### src/rtl/tpu_pkg.sv
// Shared types and default dimensions for the matrix unit and its feeder.
package tpu_pkg;

    // Default array geometry, shared with mmu_array.
    localparam int unsigned N_DEFAULT    = 4;
    localparam int unsigned DW_DEFAULT   = 8;
    localparam int unsigned KMAX_DEFAULT = 256;

    // Feeder tile sequencing states.
    typedef enum logic [1:0] {
        IDLE   = 2'd0,
        STREAM = 2'd1,
        DRAIN  = 2'd2
    } feeder_state_e;

    // One activation or weight element at the default width.
    typedef logic [DW_DEFAULT-1:0] elem_t;

endpackage

### src/rtl/mmu_feeder_skew_line.sv
// Registered delay line of D stages carrying one data element plus a valid tag.
module skew_line #(
    parameter int unsigned D  = 1,
    parameter int unsigned DW = 8
) (
    input  logic          clk,
    input  logic          rst,
    input  logic          shift_valid,
    input  logic [DW-1:0] shift_data,
    output logic          tap_valid,
    output logic [DW-1:0] tap_data
);

    logic [D-1:0]         vld_q;
    logic [D-1:0][DW-1:0] dat_q;

    // Shift every cycle; stage 0 takes the injected entry, stage D-1 is the tap.
    always_ff @(posedge clk) begin
        if (rst) begin
            vld_q <= '0;
            dat_q <= '0;
        end else begin
            vld_q[0] <= shift_valid;
            dat_q[0] <= shift_data;
            for (int unsigned i = 1; i < D; i++) begin
                vld_q[i] <= vld_q[i-1];
                dat_q[i] <= dat_q[i-1];
            end
        end
    end

    assign tap_valid = vld_q[D-1];
    assign tap_data  = dat_q[D-1];

endmodule

### src/rtl/mmu_feeder.sv
// Skewing front-end streamer for the systolic matrix unit: frames a tile of
// K unskewed steps, delays lane r by r cycles and flushes the skew afterwards.
module mmu_feeder
    import tpu_pkg::*;
#(
    parameter int unsigned N    = N_DEFAULT,
    parameter int unsigned DW   = DW_DEFAULT,
    parameter int unsigned KMAX = KMAX_DEFAULT,
    parameter int unsigned CW   = $clog2(KMAX + 1)
) (
    input  logic                 clk,
    input  logic                 rst,
    input  logic                 start_i,
    input  logic [CW-1:0]        k_len_i,
    output logic                 busy_o,
    output logic                 done_o,
    input  logic                 in_valid_i,
    output logic                 in_ready_o,
    input  logic [N-1:0][DW-1:0] act_vec_i,
    input  logic [N-1:0][DW-1:0] wgt_vec_i,
    output logic                 valid_o,
    output logic [N-1:0][DW-1:0] activation_rows,
    output logic [N-1:0][DW-1:0] weight_columns
);

    // Drain counter spans 0..N-2; keep at least one bit for small arrays.
    localparam int unsigned DCW        = (N > 2) ? $clog2(N - 1) : 1;
    localparam int unsigned DRAIN_LAST = (N > 1) ? N - 2 : 0;

    feeder_state_e state_q, state_d;

    logic [CW-1:0]  remaining_q, remaining_d;
    logic [DCW-1:0] drain_cnt_q, drain_cnt_d;
    logic           in_ready_d, busy_d, done_d;

    logic                 accept;
    logic                 last_accept;
    logic                 drain_end;
    logic                 tile_start;
    logic                 empty_start;
    logic [CW-1:0]        k_eff;
    logic                 inj_valid;
    logic [N-1:0][DW-1:0] inj_act;
    logic [N-1:0][DW-1:0] inj_wgt;
    logic [N-1:0]         act_tap_valid;
    logic [N-1:0]         wgt_tap_valid;

    // Handshake and tile-boundary decode shared by next-state and output logic.
    always_comb begin
        k_eff       = (k_len_i > CW'(KMAX)) ? CW'(KMAX) : k_len_i;
        accept      = in_valid_i & in_ready_o;
        last_accept = accept && (remaining_q == CW'(1));
        drain_end   = (state_q == DRAIN) && (drain_cnt_q == DCW'(DRAIN_LAST));
        tile_start  = (state_q == IDLE) && start_i && (k_len_i != '0);
        empty_start = (state_q == IDLE) && start_i && (k_len_i == '0);
    end

    // State register.
    always_ff @(posedge clk) begin
        if (rst) begin
            state_q <= IDLE;
        end else begin
            state_q <= state_d;
        end
    end

    // Next-state logic; a single-lane array skips DRAIN entirely.
    always_comb begin
        state_d = state_q;
        unique case (state_q)
            IDLE: begin
                if (tile_start) begin
                    state_d = STREAM;
                end
            end
            STREAM: begin
                if (last_accept) begin
                    state_d = (N > 1) ? DRAIN : IDLE;
                end
            end
            DRAIN: begin
                if (drain_end) begin
                    state_d = IDLE;
                end
            end
            default: state_d = IDLE;
        endcase
    end

    // Output and counter next values, all taken from the upcoming state.
    always_comb begin
        in_ready_d  = 1'b0;
        busy_d      = 1'b0;
        done_d      = 1'b0;
        remaining_d = remaining_q;
        drain_cnt_d = drain_cnt_q;

        in_ready_d = (state_d == STREAM);
        busy_d     = (state_d == STREAM) || (state_d == DRAIN);

        if (empty_start || drain_end) begin
            done_d = 1'b1;
        end
        if ((N == 1) && (state_q == STREAM) && last_accept) begin
            done_d = 1'b1;
        end

        if (tile_start) begin
            remaining_d = k_eff;
        end else if (accept) begin
            remaining_d = remaining_q - CW'(1);
        end

        if ((state_q == STREAM) && (state_d == DRAIN)) begin
            drain_cnt_d = '0;
        end else if (state_q == DRAIN) begin
            drain_cnt_d = drain_cnt_q + DCW'(1);
        end
    end

    // Registered control outputs and tile counters.
    always_ff @(posedge clk) begin
        if (rst) begin
            in_ready_o  <= 1'b0;
            busy_o      <= 1'b0;
            done_o      <= 1'b0;
            remaining_q <= '0;
            drain_cnt_q <= '0;
        end else begin
            in_ready_o  <= in_ready_d;
            busy_o      <= busy_d;
            done_o      <= done_d;
            remaining_q <= remaining_d;
            drain_cnt_q <= drain_cnt_d;
        end
    end

    // Stage-0 injection: accepted vectors, or zero bubbles tagged invalid.
    always_comb begin
        inj_valid = accept;
        inj_act   = accept ? act_vec_i : '0;
        inj_wgt   = accept ? wgt_vec_i : '0;
    end

    // One delay line per activation row and weight column, depth lane+1.
    for (genvar r = 0; r < int'(N); r++) begin : g_lane
        skew_line #(
            .D  (r + 1),
            .DW (DW)
        ) u_act_line (
            .clk         (clk),
            .rst         (rst),
            .shift_valid (inj_valid),
            .shift_data  (inj_act[r]),
            .tap_valid   (act_tap_valid[r]),
            .tap_data    (activation_rows[r])
        );

        skew_line #(
            .D  (r + 1),
            .DW (DW)
        ) u_wgt_line (
            .clk         (clk),
            .rst         (rst),
            .shift_valid (inj_valid),
            .shift_data  (inj_wgt[r]),
            .tap_valid   (wgt_tap_valid[r]),
            .tap_data    (weight_columns[r])
        );
    end

    // Array valid is high whenever any lane is presenting a real element.
    assign valid_o = (|act_tap_valid) | (|wgt_tap_valid);

endmodule

### config.mk
export PLATFORM = sky130hd
export DESIGN_NAME = mmu_feeder
export DESIGN_NICKNAME = d
export VERILOG_FILES = /design/src/rtl/tpu_pkg.sv /design/src/rtl/mmu_feeder_skew_line.sv /design/src/rtl/mmu_feeder.sv
export SDC_FILE = /design/constraint.sdc
export NUM_CORES = 1
export LEC_CHECK = 0
export CAP_MARGIN = 5
export CELL_PAD_IN_SITES_DETAIL_PLACEMENT = 1
export CELL_PAD_IN_SITES_GLOBAL_PLACEMENT = 1
export CORE_UTILIZATION = 34
export CTS_CLUSTER_DIAMETER = 60
export DETAILED_ROUTE_END_ITERATION = 10
export GPL_TIMING_DRIVEN = 0
export PLACE_DENSITY = 0.79
export SETUP_SLACK_MARGIN = 0.05
export SLEW_MARGIN = 25
export SYNTH_ARGS = -nofsm -noshare
export SYNTH_HDL_FRONTEND = slang
export SYNTH_SLANG_ARGS = --single-unit
### constraint.sdc
create_clock -name clk -period 2.31 [get_ports clk]
set_clock_uncertainty 0.15 [all_clocks]
set_input_delay 0.5775 -clock clk [delete_from_list [all_inputs] [get_ports clk]]
set_output_delay 0.5775 -clock clk [all_outputs]
set_load 0.01 [all_outputs]
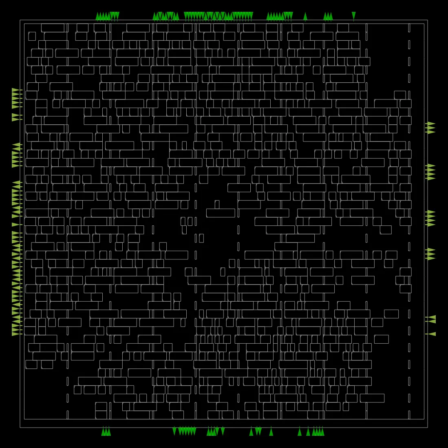
(run_1/final_placement.png)
Tap Count: 220
Post-Route Utilization: 0.4894
Non-Filler Instances: 904

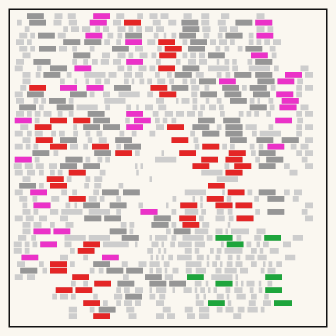
(run_1/registers.png)
Other sequential cells in the stronger grey, the rest of the logic in the fainter grey.
- magenta: g_lane.u_act_line.tap_data (flops 32; where spread over the die)
- green: remaining_q (flops 9)
- red: g_lane.u_wgt_line.dat_q (flops 48)

==> qor.yml, run 1 <==
cells_and_area:
  dominant-cell-class: "flip-flops and latches"
  comb_area_frac: 0.2062
  regArea_um2: 3605
  ff_count: 180
  area_growth_pct: 41.29
synthesis:
  xor_area_frac: 0.007650
  ys_area_um2: 5724
  ys_types: 41
  netlist_area_um2: 5724
  synth_seq_share: 0.6295
  synthTopCellsByCount: "dfxtp_1, nor2b_1, and2_1"
  synthFlopType: "dfxtp_1"
final_timing:
  tns_ns: 0
  timing.final.crit_share: 0.9574
floorplanning:
  rows: 47
  die_y_um: 131.8
routing:
  drt-total-wl_mm: 12.41
status:
  outcome: "finished clean"
job:
  drv_cap: 0
power:
  leakage_nw: 3.247
grt:
  track_usage: 0.1492
clocking:
  clockBufferDepth: 2
  clock_sink_count: 180
worst_setup_path:
  critical_path_arrival_ns: 2.35
  worstReg2RegStart: "remaining_q[2]"
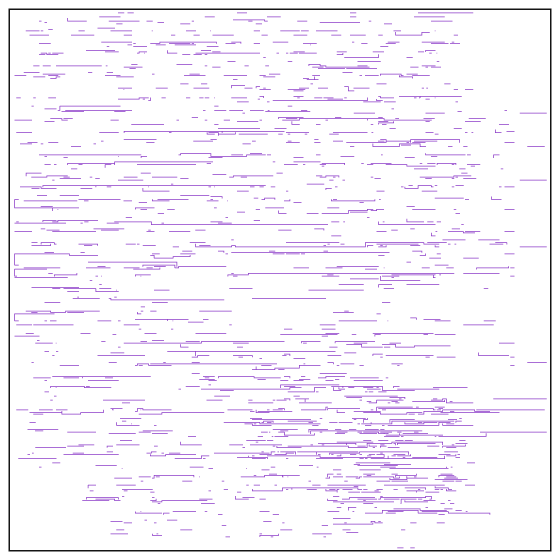
(run_1/met1.png)
- main direction: horizontal
- longest straight run: 54.3 um
- wire length on this layer: 4830 um

==> run 1: how the worst min path moves through the flow <==
stage | startpoint | endpoint | slack [ns]
floorplan | g_lane[1].u_act_line.dat_q[0] | g_lane[1].u_act_line.tap_data[0] | 0.26
global placement | g_lane[3].u_wgt_line.dat_q[7] | g_lane[3].u_wgt_line.dat_q[15] | 0.27
detailed placement | g_lane[2].u_act_line.dat_q[7] | g_lane[2].u_act_line.dat_q[15] | 0.27
CTS | g_lane[1].u_wgt_line.dat_q[2] | g_lane[1].u_wgt_line.tap_data[2] | 0.29
global route | k_len_i[4] | remaining_q[4] | 0.29
finish | g_lane[3].u_act_line.dat_q[3] | g_lane[3].u_act_line.dat_q[11] | 0.28
==> run 1: per-layer routing <==
metal	GRT usage	wire [um]	up-vias
li1	-	-	1882
met1	0.1514	4826	1830
met2	0.2719	6633	99
met3	0.05613	665	21
met4	0.06460	280	0
met5	0	0	-
==> run 1: per-stage QoR <==
| step | setup WS (ns) | total power [mW] | area [um^2] |
|---|---|---|---|
| 2_1_floorplan | 0.04465 | 3.459 | 5738 |
| 3_3_place_gp | -0.6965 | 3.670 | 7445 |
| 3_5_place_dp | -0.8366 | 3.691 | 7445 |
| 4_1_cts | 0.05186 | 6.518 | 8066 |
| 5_1_grt | 0.04055 | 6.701 | 8088 |
| 6_report | 0.09847 | 6.437 | 8088 |
==> run 1: worst max-delay path, cell delays in order <==
cell and delay (ns):
clkdlybuf4s50_1 0.42, or4_4 0.56, o31ai_4 0.22, buf_6 0.14, a22o_4 0.12, inv_2 0.03, ha_2 0.15, nor2b_1 0.12
==> run 1: repair_timing <==
action | in CTS | in global routing
hold endpoints to repair | 0 | 0
buffers inserted | 2 | 1
resized | 7 | 7
endpoints found under the setup margin | 57 | 7
pin swaps | 2 | 3
--- run 2 (diff from run 1) ---
SLEW_MARGIN = default   (was 25)
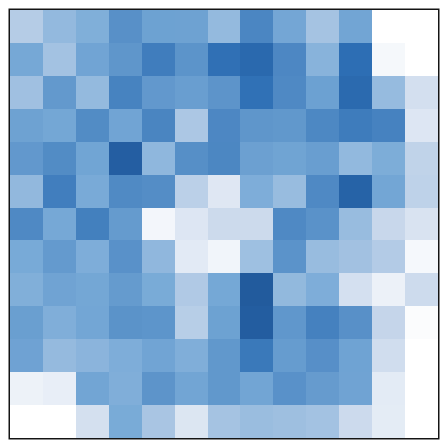
(run_2/density.png)
The die is cut into 13 by 13 equal tiles; white is low, dark blue is high, 0 to 100% covered.
- nearly empty tiles: 5.3%
- emptiest ninth of the die: bottom right
- mean over tiles: 45%

==> run 2 against run 1 <==
Combinational power about the same. Wire length unchanged. Largest cell class unchanged. Non-clock buffer count unchanged. Area after synthesis did not move. Sequential share of layout area stayed put. Largest power group unchanged. Register-to-register slack is essentially flat. Clock power about the same.
==> qor.yml, run 2 <==
status:
  outcome: "finished clean"  # unchanged
worst_setup_path:
  criticalPathCategory: "in2reg"  # unchanged
  max_stage_delay_ns: 0.56  # about the same
  slowest_stage: "or4_4"  # unchanged
  critical_path_arrival_ns: 2.35  # about the same
  crit_chain: "clkdlybuf4s50_1, or4_4, o31ai_4, buf_6, a22o_4, inv_2, ha_2, nor2b_1"  # unchanged
  cp.depth: 8  # unchanged
  worstReg2RegStart: "remaining_q[2]"  # unchanged
  crit_buf_inv: 3  # unchanged
synthesis:
  ys_types: 41  # unchanged
  synth_seq_share: 0.6295  # unchanged
  ys.flops: 180  # unchanged
  xor_area_frac: 0.007650  # unchanged
  synthFlopType: "dfxtp_1"  # unchanged
  yosys-top-cells-area: "dfxtp_1, nor2b_1, and2_1"  # unchanged
  netlist_area_um2: 5724  # unchanged
  ys_sh_simple: 0.2227  # unchanged
  synthTopCellsByCount: "dfxtp_1, nor2b_1, and2_1"  # unchanged
floorplanning:
  die_y_um: 131.8  # unchanged
  ioPinCount: 145  # unchanged
  rows: 47  # unchanged
cells_and_area:
  area_growth_pct: 41.29  # unchanged
job:
  drv_cap: 0  # unchanged
routing:
  highest_layer: "met4"  # unchanged
  met2_length_mm: 6.633  # unchanged
  routed-wl-met3_um: 665  # unchanged
  via_per_inst: 4.239  # unchanged
  drt-total-wl_mm: 12.41  # unchanged
  met1Wirelength_mm: 4.826  # unchanged
clocking:
  clockBufferDepth: 2  # unchanged
  clock_sink_count: 180  # unchanged
grt:
  grt_use_met2: 0.2719  # unchanged
  track_usage: 0.1492  # unchanged
  grt_pass1_vias: 4153  # unchanged
  met1_usage: 0.1514  # unchanged
final_timing:
  tns_ns: 0  # unchanged
  timing.final.crit_share: 0.9574  # unchanged
  fin_crit_ns: 2.212  # unchanged
hold_path:
  worstHoldStart: "g_lane[3].u_act_line.dat_q[3]"  # unchanged
power:
  power_mw: 6.437  # unchanged
==> run 2: cell counts after synthesis <==
No cell type changed its count.
==> run 2: area by class of cell <==
cell class	instances	area (um^2)	share of cell area
buffer	72	466.7	0.05770
sequential	180	3605	0.4457
inverter	8	30.03	0.003713
clock buffer	18	439.2	0.05430
multi-input combinational	246	1668	0.2062
tap	220	275.3	0.03403
timing repair buffer	146	1455	0.1799
clock inverter	14	148.9	0.01841
==> run 2: cell families after synthesis <==
logic type	after synthesis
flops	180
xor+xnor	5
fa+ha+maj	5
buf+inv	80
simple gates	205
compound gates	31
==> run 2: power by group <==
part           leakage [nW]  internal, mW  switching, mW  total, mW
Combinational          1.50         0.251          0.185      0.436
Clock                 0.289          1.55           1.26       2.81
Sequential             1.46          3.16         0.0339       3.20
==> run 2: path summary, 6_finish.rpt <==
check                                                 endpoint  slack (ns)
worst max-delay path                                in_ready_o         0.1
worst min-delay path            g_lane[3].u_act_line.dat_q[11]        0.28
worst max register to register                      in_ready_o        0.15
worst min register to register  g_lane[3].u_act_line.dat_q[11]        0.28
==> run 2: metrics by stage <==
| stage | hold WS [ns] | cells | setup slack [ns] | utilization | area [um^2] |
|---|---|---|---|---|---|
| floorplan | 0.2638 | 506 | 0.04465 | - | 5738 |
| global placement | 0.2668 | 869 | -0.6965 | 0.4505 | 7445 |
| detailed placement | 0.2736 | 869 | -0.8366 | 0.4505 | 7445 |
| CTS | 0.2883 | 903 | 0.05186 | 0.4882 | 8066 |
| global route | 0.2931 | 904 | 0.04055 | 0.4894 | 8088 |
| finish | 0.2824 | 904 | 0.09847 | 0.4894 | 8088 |
==> run 2: repair_timing <==
item | in CTS | in global routing
resized | 7 | 7
buffers inserted | 2 | 1
endpoints found under the setup margin | 57 | 7
pin swaps | 2 | 3
==> run_2/final_placement.png <==
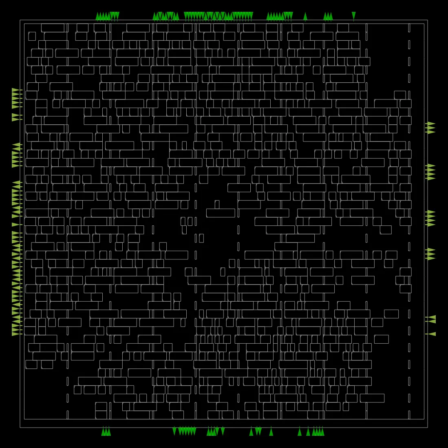

--- run 3 (diff from run 2) ---
CORE_MARGIN = 8   (was default)
CORE_UTILIZATION = 37   (was 34)
PLACE_DENSITY = 0.82   (was 0.79)
clock period = 2.2 ns   (was 2.31 ns; I/O delays follow)
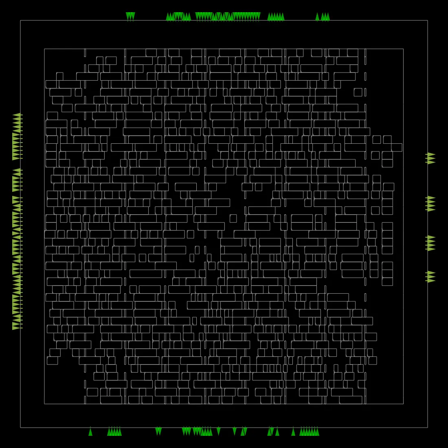
(run_3/final_placement.png)
Cell Rows: 45
Tap Count: 188
Filler cells: 1618

==> run 3 against run 2 <==
Power up 4.8%. Sequential power up 5%. Die size up 14%. First-iteration DRC count down 14%. Non-clock buffer count up 4. Utilization up 4.6 points. Worst hold slack better by 0.00055 ns. Global-route usage down 0.47 points. Critical endpoint is now valid_o. Largest cell class unchanged. Highest routed layer unchanged.
==> qor.yml, run 3 <==
worst_setup_path:
  reg2reg_slack_ns: 0.11  # was 0.15 ns
  worstReg2RegStart: "remaining_q[2]"  # unchanged
  crit_path_end: "valid_o"  # was in_ready_o
  critical_path_arrival_ns: 1.40  # was 2.35 ns
  r2r_end: "in_ready_o"  # unchanged
  criticalPathCategory: "reg2out"  # was in2reg
cells_and_area:
  bufAreaShareNonClock: 0.2406  # was 0.2376
  dominant-cell-class: "flip-flops and latches"  # unchanged
  clockBufferCount: 19  # was 18
  ff_count: 180  # unchanged
  area_growth_pct: 41.62  # was 41.29%
  seq_share: 0.4448  # was 0.4457
  logic_gate_count: 246  # unchanged
  inverters_excl_clock: 8  # unchanged
  clock_area_frac: 0.07131  # was 0.07271
  layout.area.comb_um2: 1707  # was 1668 um^2
synthesis:
  ys_types: 41  # unchanged
  synthTopCellsByCount: "dfxtp_1, nor2b_1, and2_1"  # unchanged
  synth_seq_share: 0.6295  # unchanged
  ys.flops: 180  # unchanged
  yosys-top-cells-area: "dfxtp_1, nor2b_1, and2_1"  # unchanged
  netlist_area_um2: 5724  # unchanged
grt:
  track_usage: 0.1445  # was 0.1492
  grt_pass1_vias: 4375  # was 4153
hold_path:
  whs_endpoint: "g_lane[2].u_act_line.dat_q[12]"  # was g_lane[3].u_act_line.dat_q[11]
  worstHoldStart: "g_lane[2].u_act_line.dat_q[4]"  # was g_lane[3].u_act_line.dat_q[3]
final_timing:
  timing.final.crit_share: 0.9552
clocking:
  clock_sink_count: 180  # unchanged
  clk_latency_ns: 0.42  # about the same
place:
  dpl_cell_area_um2: 7410  # was 7445 um^2
  placed_cells: 837  # was 869
routing:
  drt-total-wl_mm: 13.87  # was 12.41 mm
  via_per_inst: 4.355  # was 4.239
power:
  power_mw: 6.747  # was 6.437 mW
  leakage_nw: 3.298  # was 3.247 nW
floorplanning:
  ioPinCount: 145  # unchanged
  die_y_um: 140.4  # was 131.8 um
status:
  outcome: "finished clean"  # unchanged
job:
  drv_cap: 0  # unchanged
==> run 3: cell counts after synthesis <==
No cell type changed its count.
==> run 3: worst max-delay path, stage by stage, from the launching register on <==
cell and delay (ns):
dfxtp_1 0.32, or4_1 0.50, buf_2 0.16
==> run 3: cells by family (layout without fill, tap and decap cells) <==
| kind of cell | after synthesis | after routing | synth area share |
|---|---|---|---|
| and+or+nand+nor | 205 | 205 | 0.2227 |
| AOI/OAI and AO/OA | 31 | 31 | 0.04262 |
| adders and majority gates | 5 | 5 | 0.01093 |
| xor gates and xnor gates | 5 | 5 | 0.007650 |
| buffers and inverters | 80 | 262 | 0.08656 |
| DFF | 180 | 180 | 0.6295 |
==> run 3: repair_timing <==
item                                    CTS  global route
cloned                                    0             0
hold buffers                              0             0
endpoints found under the setup margin   55            56
setup buffers                             6             1
resized                                  21            15
pin swaps                                 5             4
==> run 3: power breakdown <==
| group | switching, mW | total, mW | internal [mW] |
|---|---|---|---|
| Combinational | 0.205 | 0.470 | 0.266 |
| Clock | 1.32 | 2.92 | 1.60 |
| Sequential | 0.0380 | 3.36 | 3.32 |
==> run 3: routing by layer <==
layer	GRT usage	wire length [um]	vias up
met5	0	0	-
li1	-	-	1891
met4	0.05771	276	0
met3	0.05199	844	19
met1	0.1426	5185	1815
met2	0.2692	7566	90
==> run 3: per-stage QoR <==
| step | setup TNS [ns] | worst slack, ns | util | hold WS (ns) |
|---|---|---|---|---|
| floorplan | -0.02506 | -0.02506 | - | 0.2638 |
| global placement | -30.99 | -0.5739 | 0.4892 | 0.2664 |
| detailed placement | -35.85 | -0.6166 | 0.4892 | 0.2747 |
| CTS | 0 | 0.05551 | 0.5334 | 0.2899 |
| global route | 0 | 0.04956 | 0.5352 | 0.3019 |
| finish | 0 | 0.09856 | 0.5352 | 0.2830 |
Power is estimated from default activity; no workload was simulated.
